$ cat config.mk
export PLATFORM = sky130hd
export DESIGN_NAME = uart_cmd_master
export DESIGN_NICKNAME = d
export VERILOG_FILES = /design/src/rtl/uart_cmd_master.sv
export SDC_FILE = /design/constraint.sdc
export NUM_CORES = 1
export LEC_CHECK = 0
export CORE_UTILIZATION = 45
export DETAILED_ROUTE_END_ITERATION = 7
export PLACE_DENSITY = 0.69
export SYNTH_ARGS = -nofsm -noshare
export SYNTH_HDL_FRONTEND = slang
export SYNTH_SLANG_ARGS = --single-unit
$ cat constraint.sdc
create_clock -name clk -period 6.5 [get_ports clk]
set_input_delay 1.3 -clock clk [delete_from_list [all_inputs] [get_ports clk]]
set_output_delay 1.3 -clock clk [all_outputs]
set_load 0.03 [all_outputs]
$ cat src/rtl/uart_cmd_master.sv
// Command master for a UART-attached BRAM target: serialises WRITE/READ/SWRST/RUN
// requests into tx bytes, collects read payloads from rx bytes, and reports one response per request.
module uart_cmd_master #(
  parameter int unsigned WR_BITS = 128,
  parameter int unsigned RD_BITS = 128,
  parameter int unsigned TIMEOUT = 1000000
) (
  input  logic               clk,
  input  logic               rst_n,
  input  logic               req_valid,
  output logic               req_ready,
  input  logic [1:0]         req_op,
  input  logic [7:0]         req_addr,
  input  logic [WR_BITS-1:0] req_wdata,
  output logic               rsp_valid,
  output logic               rsp_err,
  output logic [RD_BITS-1:0] rsp_rdata,
  output logic [7:0]         byte_tx_data,
  output logic               byte_tx_valid,
  input  logic               byte_tx_ready,
  input  logic [7:0]         byte_rx_data,
  input  logic               byte_rx_valid,
  output logic               busy
);

  localparam int unsigned WR_BYTES = WR_BITS / 8;
  localparam int unsigned RD_BYTES = RD_BITS / 8;
  localparam int unsigned WCNT_W   = $clog2(WR_BYTES + 1);
  localparam int unsigned RCNT_W   = $clog2(RD_BYTES + 1);
  localparam int unsigned TMR_W    = $clog2(TIMEOUT + 1);

  localparam logic [WCNT_W-1:0] WR_LAST  = WCNT_W'(WR_BYTES - 1);
  localparam logic [RCNT_W-1:0] RD_LAST  = RCNT_W'(RD_BYTES - 1);
  localparam logic [TMR_W-1:0]  TMR_LAST = TMR_W'(TIMEOUT - 1);

  localparam logic [1:0] OP_WRITE = 2'd0;
  localparam logic [1:0] OP_READ  = 2'd1;
  localparam logic [1:0] OP_SWRST = 2'd2;
  localparam logic [1:0] OP_RUN   = 2'd3;

  typedef enum logic [2:0] {
    IDLE,
    SEND_CMD,
    SEND_ADDR,
    SEND_DATA,
    RECV_DATA,
    DONE
  } state_t;

  state_t             state_q;
  logic [1:0]         op_q;
  logic [7:0]         addr_q;
  logic [WR_BITS-1:0] wdata_q;
  logic [RD_BITS-1:0] rdata_q;
  logic [WCNT_W-1:0]  wcnt_q;
  logic [RCNT_W-1:0]  rcnt_q;
  logic [TMR_W-1:0]   tmr_q;
  logic               req_ready_q;
  logic               busy_q;
  logic [7:0]         tx_data_q;
  logic               tx_valid_q;
  logic               rsp_valid_q;
  logic               rsp_err_q;
  logic [RD_BITS-1:0] rsp_rdata_q;

  logic               tx_hs;
  logic [RD_BITS-1:0] rdata_shift;

  assign tx_hs       = tx_valid_q & byte_tx_ready;
  assign rdata_shift = {rdata_q[RD_BITS-9:0], byte_rx_data};

  assign req_ready     = req_ready_q;
  assign busy          = busy_q;
  assign byte_tx_data  = tx_data_q;
  assign byte_tx_valid = tx_valid_q;
  assign rsp_valid     = rsp_valid_q;
  assign rsp_err       = rsp_err_q;
  assign rsp_rdata     = rsp_rdata_q;

  function automatic logic [7:0] cmd_byte(input logic [1:0] op);
    case (op)
      OP_WRITE: return 8'h10;
      OP_READ:  return 8'h20;
      OP_SWRST: return 8'h30;
      default:  return 8'h40;
    endcase
  endfunction

  // Main sequencer; every output is a register updated alongside the state.
  always_ff @(posedge clk) begin
    if (!rst_n) begin
      state_q     <= IDLE;
      op_q        <= OP_WRITE;
      addr_q      <= 8'h00;
      wdata_q     <= '0;
      rdata_q     <= '0;
      wcnt_q      <= '0;
      rcnt_q      <= '0;
      tmr_q       <= '0;
      req_ready_q <= 1'b1;
      busy_q      <= 1'b0;
      tx_data_q   <= 8'h00;
      tx_valid_q  <= 1'b0;
      rsp_valid_q <= 1'b0;
      rsp_err_q   <= 1'b0;
      rsp_rdata_q <= '0;
    end else begin
      rsp_valid_q <= 1'b0;
      unique case (state_q)
        IDLE: begin
          if (req_valid && req_ready_q) begin
            op_q        <= req_op;
            addr_q      <= req_addr;
            wdata_q     <= req_wdata;
            tx_data_q   <= cmd_byte(req_op);
            tx_valid_q  <= 1'b1;
            req_ready_q <= 1'b0;
            busy_q      <= 1'b1;
            state_q     <= SEND_CMD;
          end
        end
        SEND_CMD: begin
          if (tx_hs) begin
            if (op_q == OP_WRITE || op_q == OP_READ) begin
              tx_data_q <= addr_q;
              state_q   <= SEND_ADDR;
            end else begin
              tx_valid_q  <= 1'b0;
              rsp_valid_q <= 1'b1;
              rsp_err_q   <= 1'b0;
              rsp_rdata_q <= '0;
              state_q     <= DONE;
            end
          end
        end
        SEND_ADDR: begin
          if (tx_hs) begin
            if (op_q == OP_WRITE) begin
              tx_data_q <= wdata_q[7:0];
              wdata_q   <= {8'h00, wdata_q[WR_BITS-1:8]};
              wcnt_q    <= '0;
              state_q   <= SEND_DATA;
            end else begin
              tx_valid_q <= 1'b0;
              rdata_q    <= '0;
              rcnt_q     <= '0;
              tmr_q      <= '0;
              state_q    <= RECV_DATA;
            end
          end
        end
        SEND_DATA: begin
          // wdata_q is pre-shifted so its low byte is always the next one to send
          if (tx_hs) begin
            if (wcnt_q == WR_LAST) begin
              tx_valid_q  <= 1'b0;
              rsp_valid_q <= 1'b1;
              rsp_err_q   <= 1'b0;
              rsp_rdata_q <= '0;
              state_q     <= DONE;
            end else begin
              wcnt_q    <= wcnt_q + WCNT_W'(1);
              tx_data_q <= wdata_q[7:0];
              wdata_q   <= {8'h00, wdata_q[WR_BITS-1:8]};
            end
          end
        end
        RECV_DATA: begin
          // A byte arriving on the expiry cycle takes priority over the timeout
          if (byte_rx_valid) begin
            rdata_q <= rdata_shift;
            tmr_q   <= '0;
            if (rcnt_q == RD_LAST) begin
              rsp_valid_q <= 1'b1;
              rsp_err_q   <= 1'b0;
              rsp_rdata_q <= rdata_shift;
              state_q     <= DONE;
            end else begin
              rcnt_q <= rcnt_q + RCNT_W'(1);
            end
          end else if (tmr_q == TMR_LAST) begin
            rsp_valid_q <= 1'b1;
            rsp_err_q   <= 1'b1;
            rsp_rdata_q <= '0;
            state_q     <= DONE;
          end else begin
            tmr_q <= tmr_q + TMR_W'(1);
          end
        end
        DONE: begin
          req_ready_q <= 1'b1;
          busy_q      <= 1'b0;
          state_q     <= IDLE;
        end
        default: begin
          req_ready_q <= 1'b1;
          busy_q      <= 1'b0;
          tx_valid_q  <= 1'b0;
          state_q     <= IDLE;
        end
      endcase
    end
  end

endmodule

**Run 1: a small window of the routed layout**

Window x 80 to 120, y 40 to 80 um. Cells in grey, sequential cells in the stronger grey; small squares are vias.
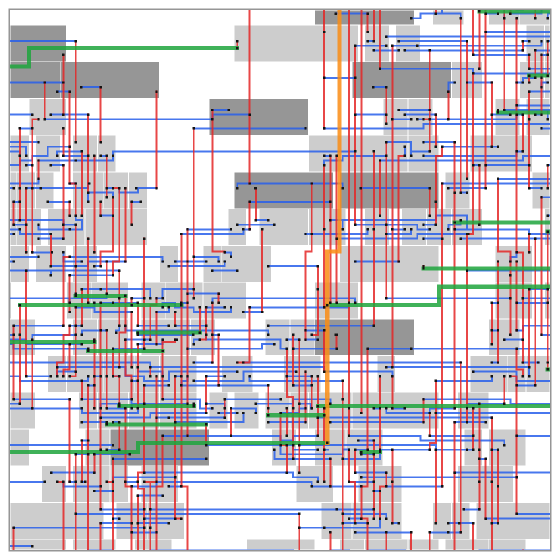
blue -> M1
red -> M2
orange -> M4
green -> M3
sequential cells in the window = 9
netlist names of flops here include = `state_q` (3), `wcnt_q` (3), `tmr_q` (2)
most frequent = a21oi_1 (12), o21ai_0 (10)
cells with their middle in the window = 109

**Run 1: wiring by layer**

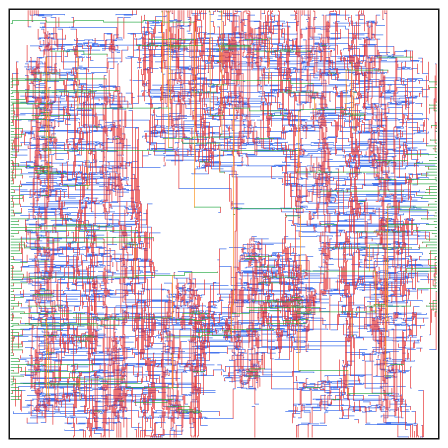
green -> M3  # wire length 3270 um
orange -> M4  # wire length 1010 um
red -> M2  # wire length 21.3 mm
blue -> M1  # wire length 20.9 mm
routed length per placed instance: 16.7 um
global routing usage summed across all routing layers: 0.227
count of vias placed by the detailed router: 15500
detailed-route wire length: 46.5 mm

**Run 1: placement view**

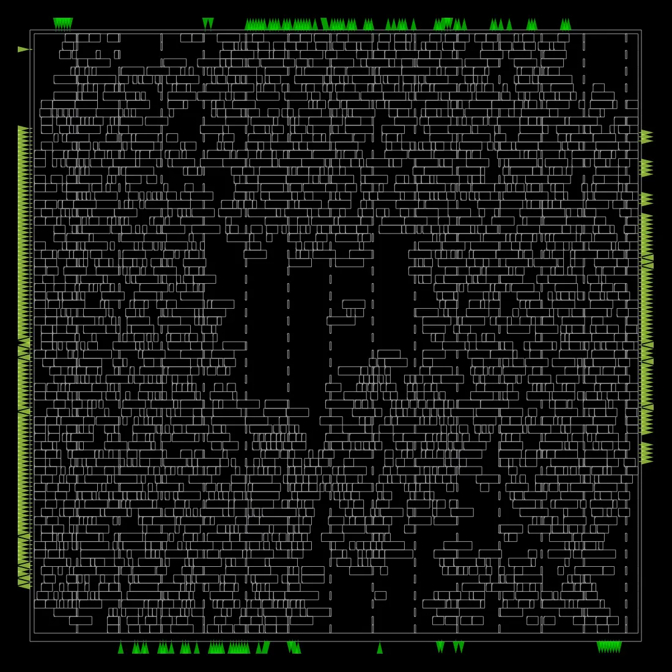
tap cell count: 518
Filler cells: 3475
Finished Layout Cells: 2790

==> run 1: how the worst max path moves through the flow <==
stage                                  from                          end  slack, ns  depth (start not counted)
floorplan                     byte_rx_valid  rsp_rdata[100]$_SDFFE_PN0P_       3.63                          8
global placement              byte_tx_ready     wdata_q[80]$_SDFFE_PN0P_       2.38                          7
detailed placement            byte_tx_ready     wdata_q[92]$_SDFFE_PN0P_       2.25                          7
CTS                 state_q[2]$_SDFFE_PN0P_   rsp_rdata[64]$_SDFFE_PN0P_       2.50                          6
global route        state_q[1]$_SDFFE_PN0P_     wdata_q[88]$_SDFFE_PN0P_       2.16                          6
finish              state_q[2]$_SDFFE_PN0P_   rsp_rdata[38]$_SDFFE_PN0P_       2.43                          6
==> run 1: layout by cell type (no fill, tap or decap), types with 9 or more instances in the layout <==
cell             synthesis  layout
mux2i_1                130     130
a22oi_1                127     127
a21oi_1                 49      49
a211oi_1                12      12
o31ai_1                 12      12
clkbuf_16                0      47
clkbuf_1               157      13
nor3_1                  19      18
clkbuf_8                 0       9
nand2_1                429     428
buf_4                    1      11
a311oi_1               121     121
dfxtp_1                432     432
nand3_1                148     147
nor2_1                 276     275
clkdlybuf4s50_1          0     290
and2_1                   9       9
o21ai_0                 25      25
==> run 1: worst reg2reg max path: cells and delay by family (launching register included) <==
kind / cells / cell delay [ns]
AOI/OAI and AO/OA: 1 / 0.33
muxes: 1 / 0.54
and+or+nand+nor: 3 / 1.61
DFF: 1 / 0.88
buffers and inverters: 1 / 0.61
==> run 1: power groups by stage <==
stage,Sequential [mW],Combinational (mW),Clock [mW]
after floorplan,3.19,1.19,0
final,3.19,1.58,2.75
after global placement,3.23,1.55,0
after global routing,3.23,1.77,2.92
after detailed placement,3.24,1.58,0
after CTS,3.19,1.58,2.81
==> run_results.csv, run 1 <==
group,metric,value,unit
status,run_status,"finished clean",
cts,ctsRootBufferMaster,"clkbuf_16",
cts,htree_num_levels,2,
synthesis,synthesis.instances,2078,
critical_path,critical_path.reg2reg.endpoint,"rsp_rdata[38]$_SDFFE_PN0P_",
finish,nets,2396,
finish,flop_area,8650,um^2
cts,insertion_delay,0.56,ns
placement,dp_worst_setup_slack,2.25,ns
cts,cts_made_buffers,45,
synthesis,xor_share,0.00149,
routing,met1_length,20.9,mm
final_timing,min_period_over_period,0.626,
final_timing,clock.fmax,246,MHz
routing,met2RoutedLength,21.3,mm
floorplanning,ios,292,
finish,layout-area-overhead-vs-synth,25.7,%
routing,drt-vias-per-instance,5.57,
critical_path,endpoint_kind,"flip-flop",
worst_hold_path,hp-class,"flip-flop to flip-flop",
final_timing,timing.final.max_slew_violations,0,
synthesis,synth.cell_area,17600,um^2
worst_hold_path,hold_depth,2,
critical_path,critPathTopFamily,"simple AND/OR/NAND/NOR gates",
global_route,grt.busiest_layer,"met2",
synthesis,yosys-stat-area,17600,um^2
placement,dp_hpwl,29.6,mm
cts,post-cts-setup-buffers,0,
finish,layout-drive-gt1-share,0.0418,
power,portion_of_total_power_attributed_to_the_clock_network,0.366,
job,log.warning_count,40,
critical_path,startpoint_type,"flip-flop",
critical_path,r2r_slack,2.43,ns
placement,place_area,20500,um^2
critical_path,critPathArrivalTime,4.54,ns
synthesis,simple_gate_share,0.221,
global_route,first_global_vias,14100,
synthesis,ys_ff,432,
synthesis,yosys.cell_types.count,50,
finish,seq_area_frac,0.391,
finish,clock_cell_area_share,0.0722,
synthesis,ys_top_cells_by_area,"dfxtp_1 49%, nand2_1 9.1%, mux2i_1 7.4%, a311oi_1 6.0%, nor2_1 5.9%",
power,internal_power,5.23,mW
synthesis,yosys_warnings,0,
finish,dominant_cells,"sequential cells",
power,peakVddDrop,0.184,mV
critical_path,critical_path.max_stage_delay,0.88,ns
critical_path,timing.rr.start,"state_q[2]$_SDFFE_PN0P_",
==> run 2, diff against run 1 <==
--- a/config.mk
+++ b/config.mk
@@ -7,7 +7,7 @@
 export LEC_CHECK = 0
 export CORE_UTILIZATION = 45
 export DETAILED_ROUTE_END_ITERATION = 7
-export PLACE_DENSITY = 0.69
+export PLACE_DENSITY = 0.72
 export SYNTH_ARGS = -nofsm -noshare
 export SYNTH_HDL_FRONTEND = slang
 export SYNTH_SLANG_ARGS = --single-unit
==> constraint.sdc (replaced) <==
create_clock -name clk -period 3.5 [get_ports clk]
set_input_delay 0.7 -clock clk [delete_from_list [all_inputs] [get_ports clk]]
set_output_delay 0.7 -clock clk [all_outputs]
set_load 0.03 [all_outputs]
**Run 2: signal wires on met3**

The bar under the picture is 50 um long.
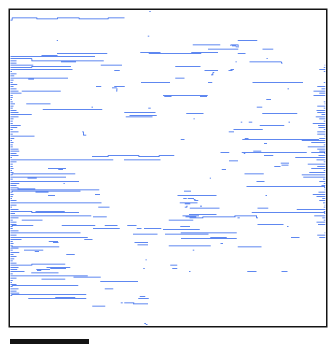
share of all routed wire = 7.1%
longest straight run = 64.6 um
main direction = horizontal
nets with wire on the layer = 283

**Run 2: clock wires, drivers and flops**

The bar under the picture is 50 um long.
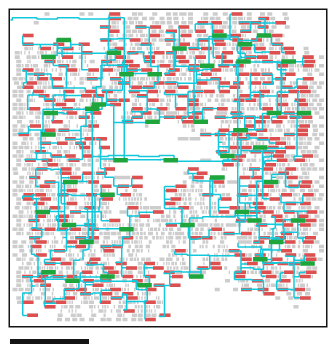
red -> flip-flops  # count 432
green -> clock-net drivers  # count 45
cyan -> clock wires  # length 5170 um
routed clock nets = 46
flops lie = spread over the die
portion of total power attributed to the clock network: 0.342
power drawn by the clock network: 4.66 mW
clock skew after layout: 0.0202 ns

==> run 2 against run 1 <==
Compared with the run above: power grew 81%; maximum frequency grew 43%; global-route usage grew 0.65 points; setup slack lost 1.8 ns; via count grew 0.78%; critical path depth is the same; cell area grew 0.78%; combinational power grew 95%; clock power grew 69%; register-to-register slack lost 1.8 ns; core utilization grew 0.45 points; largest cell class unchanged; highest routed layer unchanged.
==> run_results.csv, run 2 <==
group,metric,value,unit
finish,flop_area,8650,um^2
global_route,first_global_vias,14400,
synthesis,synth.cell_area,17600,um^2
critical_path,critPathArrivalTime,3.32,ns
job,log.warning_count,34,
global_route,global_route.usage.total,0.233,
routing,vias,15700,
final_timing,timing.final.max_slew_violations,0,
cts,cts_made_buffers,45,
finish,nets,2421,
power,peakVddDrop,0.399,mV
floorplanning,ios,292,
finish,layout-area-overhead-vs-synth,26.6,%
worst_hold_path,hold_depth,2,
final_timing,clock.fmax,352,MHz
placement,dp_hpwl,31.3,mm
synthesis,xor_share,0.00149,
status,run_status,"finished clean",
finish,final_cell_mix,"432 x dfxtp_1, 428 x nand2_1, 290 x clkdlybuf4s50_1, 275 x nor2_1, 147 x nand3_1",
synthesis,ys_top_cells_by_area,"dfxtp_1 49%, nand2_1 9.1%, mux2i_1 7.4%, a311oi_1 6.0%, nor2_1 5.9%",
cts,htree_num_levels,2,
finish,final.fill_count,3372,
finish,layout-drive-gt1-share,0.0514,
run 2: cell counts after synthesis:
Identical to the previous run, type by type.
run 2: worst paths after layout:
check,startpoint,to,slack [ns]
worst min-delay path,wdata_q[125]$_SDFFE_PN0P_,wdata_q[125]$_SDFFE_PN0P_,0.45
worst max-delay path,tmr_q[0]$_SDFFE_PN0P_,rsp_rdata[4]$_SDFFE_PN0P_,0.66
worst max register to register,tmr_q[0]$_SDFFE_PN0P_,rsp_rdata[4]$_SDFFE_PN0P_,0.66
worst min register to register,wdata_q[125]$_SDFFE_PN0P_,wdata_q[125]$_SDFFE_PN0P_,0.45
run 2: cell type report:
cell class                 count  share of cell area
clock inverter                16             0.00651
multi-input combinational   1445               0.365
clock buffer                  66              0.0577
tap                          518              0.0291
sequential                   432               0.388
timing repair buffer         330               0.152
inverter                       8             0.00168
run 2: worst max-delay path, cell delays in order, from the launching register on:
cell      delay [ns]
dfxtp_1         0.39
ha_1            0.26
nand4_1         0.24
or4_1           0.67
a211oi_4        0.41
buf_12          0.47
mux2i_1         0.27
run 2: per-layer routing:
metal,vias to the layer above,part of all wire,track usage
met3,61,0.071,0.0533
met2,490,0.47,0.380
met1,7425,0.44,0.306
met5,-,0,0
met4,0,0.020,0.0729
li1,7678,-,-
run 2: report_power, final:
part	total, mW	leakage, nW	switching (mW)	internal [mW]
sequential	5.88	3.51	0.380	5.50
clock	4.66	0.698	1.96	2.71
combinational	3.08	3.34	1.94	1.15
run 2: per-stage QoR:
stage	hold slack [ns]	power, mW	instance area, um^2	std cells
floorplan	0.431	8.13	17600	2078
global placement	0.442	8.97	20900	2733
detailed placement	0.445	9.05	20900	2733
CTS	0.452	13.7	22300	2815
global route	0.476	14.3	22300	2815
finish	0.453	13.6	22300	2815
==> run 3, diff against run 2 <==
--- a/config.mk
+++ b/config.mk
@@ -7,7 +7,7 @@
 export LEC_CHECK = 0
 export CORE_UTILIZATION = 45
 export DETAILED_ROUTE_END_ITERATION = 7
-export PLACE_DENSITY = 0.72
+export PLACE_DENSITY = 0.69
 export SYNTH_ARGS = -nofsm -noshare
 export SYNTH_HDL_FRONTEND = slang
 export SYNTH_SLANG_ARGS = --single-unit
==> constraint.sdc (replaced) <==
create_clock -name clk -period 2.7 [get_ports clk]
set_input_delay 0.54 -clock clk [delete_from_list [all_inputs] [get_ports clk]]
set_output_delay 0.54 -clock clk [all_outputs]
set_load 0.03 [all_outputs]
**Run 3: placement view**

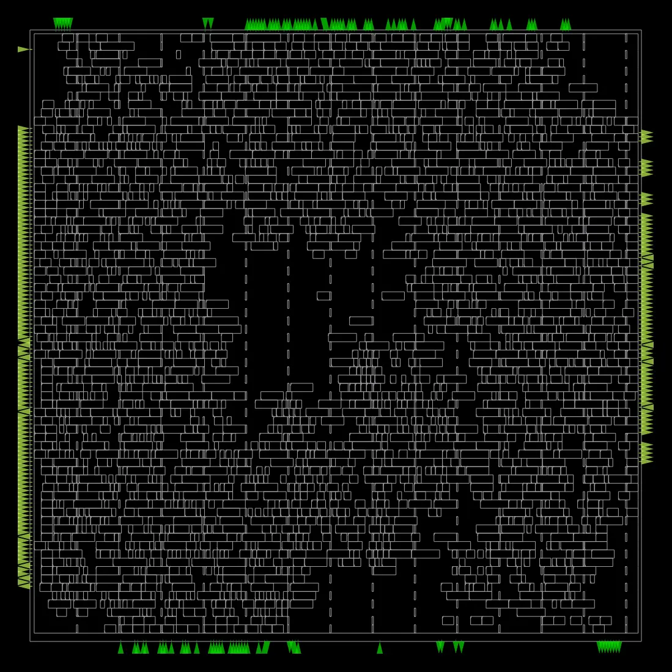
area of the core: 38600 um^2
Finished Layout Cells: 2845

**Run 3: wiring by layer**

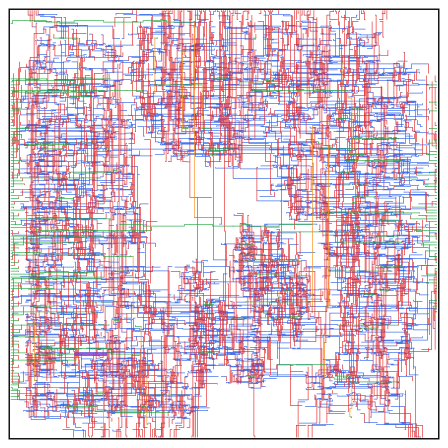
blue -> M1  # wire length 21.3 mm
red -> M2  # wire length 22.4 mm
purple -> M5  # wire length 13.8 um
orange -> M4  # wire length 818 um
green -> M3  # wire length 3050 um
global routing usage summed across all routing layers: 0.236
routed length per placed instance: 16.7 um

==> run 3 against run 2 <==
Compared with the run above: setup slack lost 0.47 ns; flip-flop count unchanged; clock power grew 47%; register-to-register slack got worse by 0.47 ns; sequential power grew 29%; area after synthesis unchanged; combinational power is 37% higher; die area is the same; clock-buffer cell count is 6 higher; wire length grew 1.2%; critical path depth is 1 higher; power rose by 37%.
==> run_results.csv, run 3 <==
group,metric,value,unit
worst_hold_path,hold_depth,2,
power,peakVddDrop,0.468,mV
synthesis,simple_gate_share,0.221,
synthesis,ys_ff,432,
synthesis,yosys_warnings,0,
finish,final_cell_mix,"432 x dfxtp_1, 428 x nand2_1, 290 x clkdlybuf4s50_1, 275 x nor2_1, 147 x nand3_1",
final_timing,timing.final.max_slew_violations,0,
synthesis,synthesis.instances,2078,
critical_path,crit_chain,"nor4_1 -> nand3_1 -> or4_1 -> a211oi_4 -> buf_12 -> buf_12 -> mux2i_1",
critical_path,critPathArrivalTime,2.99,ns
synthesis,ys_top_cells_by_area,"dfxtp_1 49%, nand2_1 9.1%, mux2i_1 7.4%, a311oi_1 6.0%, nor2_1 5.9%",
cts,post-cts-setup-buffers,0,
power,power_switching_share,0.302,
global_route,first_global_vias,14700,
finish,nets,2448,
floorplanning,ios,292,
cts,ctsRootBufferMaster,"clkbuf_16",
final_timing,min_period_over_period,0.930,
cts,cts_made_buffers,46,
power,power_switching,5.64,mW
power,combPwrFrac,0.226,
finish,final.fill_count,3392,
power,portion_of_total_power_attributed_to_the_clock_network,0.368,
routing,vias,15500,
final_timing,clock.fmax,398,MHz
finish,layout_top_cell,"dfxtp_1",
finish,layout-area-overhead-vs-synth,29.6,%
cts,htree_num_levels,2,
power,internal_power,13.0,mW
placement,dp_hpwl,31.9,mm
power,share_seq_of_total_power,0.407,
status,run_status,"finished clean",
critical_path,worst_path_max_delay_cell,"or4_1",
[run 3: cell type report]
type	count	area [um^2]	area share
Sequential cell	432	8650	0.379
Multi-Input combinational cell	1445	8130	0.356
Timing Repair Buffer	356	3670	0.161
Clock buffer	72	1450	0.0637
Tap cell	518	648	0.0284
Clock inverter	14	228	0.00998
Inverter	8	37.5	0.00165
[run 3: worst max-delay path: cells and delay by family, from the launching register on]
family | cells | cell delay, ns
and+or+nand+nor | 3 | 1.05
AOI/OAI and AO/OA | 1 | 0.30
DFF | 1 | 0.37
muxes | 1 | 0.25
buffers and inverters | 2 | 0.43
[run 3: power by group through the flow]
stage	clock network, mW	registers [mW]	logic, mW
2_1_floorplan	0	7.67	2.87
3_3_place_gp	0	7.69	4.12
3_5_place_dp	0	7.71	4.19
4_1_cts	6.97	7.58	4.21
5_1_grt	7.23	7.68	4.69
6_report	6.86	7.59	4.21
[run 3: per-stage QoR]
stage                     utilization  hold WS, ns
after CTS                       0.590        0.455
after detailed placement        0.546        0.448
after global routing            0.590        0.467
after global placement          0.546        0.440
final                           0.590        0.457
after floorplan                     -        0.431
[run 3: worst paths after layout]
kind                               from                          to  slack, ns
min reg2reg  rsp_rdata[80]$_SDFFE_PN0P_  rsp_rdata[80]$_SDFFE_PN0P_       0.46
min          rsp_rdata[80]$_SDFFE_PN0P_  rsp_rdata[80]$_SDFFE_PN0P_       0.46
max reg2reg       tmr_q[7]$_SDFFE_PN0P_  rsp_rdata[35]$_SDFFE_PN0P_       0.19
max               tmr_q[7]$_SDFFE_PN0P_  rsp_rdata[35]$_SDFFE_PN0P_       0.19
[run 3: layer usage]
metal,up-vias,GRT usage,share of wire
li1,7711,-,-
met5,-,0,0.00027
met3,62,0.0524,0.064
met2,421,0.392,0.47
met4,2,0.0667,0.017
met1,7349,0.307,0.45
Power and IR drop assume default switching activity.
